Design i2c_reg_file, sky130hd; sources not shown.
m1.png
The bar under the picture is 20 um long.
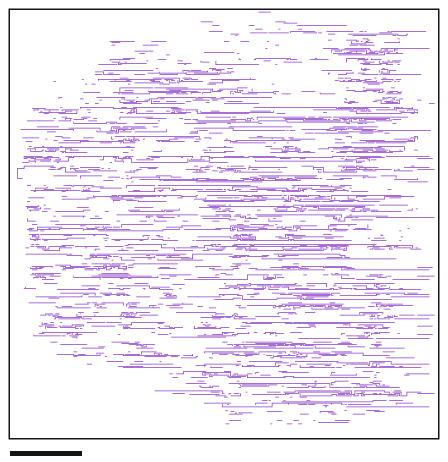
share of all routed wire	43%
nets with wire on the layer	629
wire length on this layer	7330 um
longest straight run	37.3 um
met1 usage: 32.1%
total number of vias: 5019
total wire length after detailed routing: 17100 um

m2.png
The bar under the picture is 20 um long.
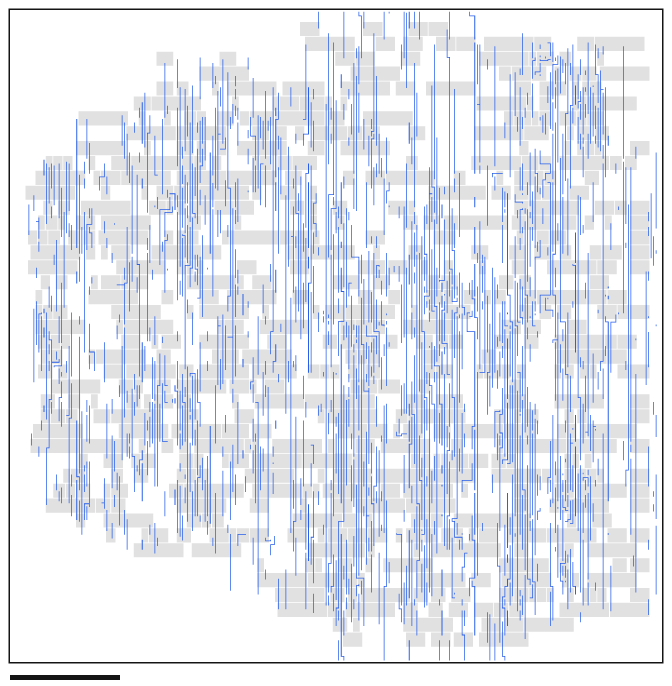
nets with wire on the layer	584
wire length on this layer	8440 um
main direction	vertical
global routing met2 resource utilization: 42.3%

m3.png
The bar under the picture is 20 um long.
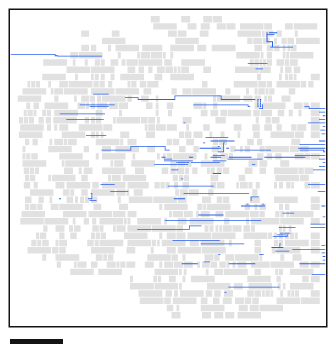
longest straight run	36.1 um
wire length on this layer	762 um
share of all routed wire	4.5%
nets with wire on the layer	80
Global Route met3 Usage: 4.69%

==> qor.log <==
[setup_path] setup slack on the worst flop-to-flop path 960 ps
[synth] Commonest cells post-synth 112 x sky130_fd_sc_hd__dfrtp_1, 71 x sky130_fd_sc_hd__nor2_1, 49 x sky130_fd_sc_hd__mux2i_1, 44 x sky130_fd_sc_hd__nand2_1, 32 x sky130_fd_sc_hd__a21oi_1
[layout] Repair and plain buffers 64
[clock_tree] Num CTS Buffers 9
[synth] yosys cell count 620
[pwr] sequential logic power 1.78 mW
[layout] area growth from synthesis to layout 16.7%
[hold_path] Tightest Hold Check Type in2async
[pwr] power in the clock group 1.07 mW
[setup_path] Crit Path Max Fanout 9
[layout] non-clock buffer area fraction after layout 9.14%
[grt] maximum number of pins on one net before global-route repair 112
[floorplan] die footprint 0.0142 mm^2
[grt] via count of the first global-routing pass 5076
[layout] count of antenna diodes in the layout 0
[synth] syn avg cell area 9.61 um^2
[pwr] share of total power consumed by net switching 33.7%
[layout] number of inserted filler cells in the final layout 1168
[grt] remaining global-route overflow 0
[synth] chip area from the yosys synthesis statistics 0.00596 mm^2
[synth] count leader, synth sky130_fd_sc_hd__dfrtp_1
[clock_tree] sinks on the clock net 112
[grt] global-route wire length before repair 27700 um
[detailed_routing] iteration tally of the first detailed-router pass 6
[layout] multi-input gate count 454
[detailed_routing] detailed route wirelength on metal3 762 um
[timing] least setup slack across all paths after layout 829 ps
[timing] Setup TNS Final 0 ps
[pwr] cell internal power dissipation 2.43 mW
[layout] largest contributor to cell area by class multi-input combinational cells
[layout] share of final-layout standard cells stronger than drive strength 1 6.84%
[job] Tool Warnings 28
[setup_path] Critical Path Start Type primary input
[placement] pre-CTS setup slack 490 ps
[detailed_routing] DRC viols 0
[detailed_routing] top routing layer in use met4
[clock_tree] maximum level of the CTS H-tree 3
[job] count of max-cap constraint violations 0
[timing] Max-Slew Margin vs Limit 42.6%
[floorplan] io pins 53
[setup_path] worst endpoint data arrival time 2910 ps
[pwr] clock network power share 29.2%
[placement] Placed Cells incl. Taps 817
[grt] number of antenna violations at the first check in global routing 0
[setup_path] critical path capture point type flip-flop
[clock_tree] insertion delay to the later sink of the worst-skew pair 350 ps
[detailed_routing] length of routed wiring on met1 7330 um
[timing] crit share post-route 76.3%
[clock_tree] clock tree root buffer cell sky130_fd_sc_hd__clkbuf_16
[floorplan] core footprint 0.0131 mm^2
[layout] count of placed standard cells in the final layout, fillers left out 834
[detailed_routing] detailed-route vias per instance 6.02
[synth] number of instances in the synthesized netlist 620
[pwr] Top Consumer registers
[timing] minimum clock period 2670 ps
[layout] top library cells by usage in the layout, fill and taps aside 112 x sky130_fd_sc_hd__dfrtp_1, 71 x sky130_fd_sc_hd__nor2_1, 51 x sky130_fd_sc_hd__clkdlybuf4s50_1, 49 x sky130_fd_sc_hd__mux2i_1, 44 x sky130_fd_sc_hd__nand2_1
[pwr] total chip power 3.67 mW
[timing] setup repair after global routing missed its margin no
[clock_tree] post-CTS setup buffers 0
[clock_tree] CTS tree done
[layout] nets@finish 691
[layout] flip-flop count of the largest register after layout 32
[pwr] Logic power comb 817 uW
[clock_tree] Clock Pin Slew Worst Setup and Hold Paths 70 ps
[pwr] P_leak 3.04 nW
[layout] inverters 12
[floorplan] effective utilization at floorplan 45.5%
[placement] placed cell areas 0.00664 mm^2
[grt] GRT Util Overall 25.2%
[clock_tree] number of buffers on the longest clock path 2
[synth] dominant register cell sky130_fd_sc_hd__dfrtp_1
[placement] placed wire-length estimate 12100 um
[detailed_routing] detail-routed net length per standard cell 20.5 um
[timing] Worst-Margin Slew 839 ps
[synth] number of warnings printed during yosys synthesis 0
[detailed_routing] DRT antenna net count 0
[floorplan] Tap Count 176
[layout] multi-input logic area 0.00294 mm^2
[layout] flop count 112
[pwr] power share of the sequential group 48.6%
[synth] synth top area cells sky130_fd_sc_hd__dfrtp_1 47%, sky130_fd_sc_hd__mux2i_1 8.2%, sky130_fd_sc_hd__nor2_1 4.5%
[synth] Syn Std Cell Area 0.00596 mm^2
[timing] final count of negative-setup-slack endpoints 0
[synth] dominant cell type by area after synthesis sky130_fd_sc_hd__dfrtp_1
[timing] max-slew violation total from the final report 0
[layout] sequential cell area 0.00280 mm^2
[clock_tree] number of buffers inserted by hold repair at cts 1
[pwr] switching power summed over all nets 1.23 mW
[synth] post-synthesis net count 658
[clock_tree] total of cells resized after clock tree synthesis 0
[pwr] power per standard cell area 527 mW/mm^2
[pwr] peak supply drop 0.376 mV
[synth] post-synthesis async set-or-reset flop share 100%
[setup_path] data required time at the worst endpoint 3740 ps
[pwr] share of total power in combinational logic 22.3%
[timing] Final Hold Fails 0
[placement] gp weighted congestion 0.909
[layout] Layout clock buffers 10
[floorplan] Die Y-Extent 119 um
[synth] proportion of synthesized chip area in sequential cells 47.0%
[detailed_routing] met2 wire length 8440 um
[layout] fraction of standard cell area in multi-input logic 42.3%
[floorplan] number of placement rows 42
[timing] Final Hold Slack 491 ps
[layout] fraction of area in clock buffers and inverters 4.41%
[synth] count of unique library cells instantiated by Yosys 61
[timing] worst setup skew after layout 6.68 ps
[grt] GRT Max-Usage Layer met2
[layout] register fraction of the total cell area 40.3%
[outcome] outcome finished clean
[synth] register bit total from synthesis 112
[floorplan] die extent in x 119 um
[layout] most frequent logic cell in the layout sky130_fd_sc_hd__dfrtp_1
[timing] Max Clk Rate 374 MHz
[placement] number of port buffers 52
[setup_path] Worst Reg2Reg Path Length in Cells 4
[setup_path] CP Class in2reg
[synth] share of the synthesized area in the top cell type 47.0%
[layout] final std cell area, no fill 0.00695 mm^2
[synth] post-synth tally of flip-flops with integrated enable 0
[layout] final core utilization 53.1%
[detailed_routing] DR iter-0 viols 412
worst max-delay path, cell delays in order:
cell,delay [ps]
sky130_fd_sc_hd__clkdlybuf4s50_1,620
sky130_fd_sc_hd__buf_4,280
sky130_fd_sc_hd__nor2_1,620
sky130_fd_sc_hd__nand4_1,530
sky130_fd_sc_hd__mux2i_1,280
sky130_fd_sc_hd__nor2_1,60
kinds of logic (layout without fill, tap and decap cells):
group | Yosys count | count (layout) | share of synthesized area [%]
mux | 54 | 54 | 9.37
flops | 112 | 112 | 47.0
fa+ha+maj | 2 | 2 | 0.420
buf+inv | 54 | 92 | 3.72
simple gates | 252 | 252 | 22.5
compound gates | 133 | 133 | 15.1
xor+xnor | 13 | 13 | 1.91
Power and IR drop assume default switching activity.
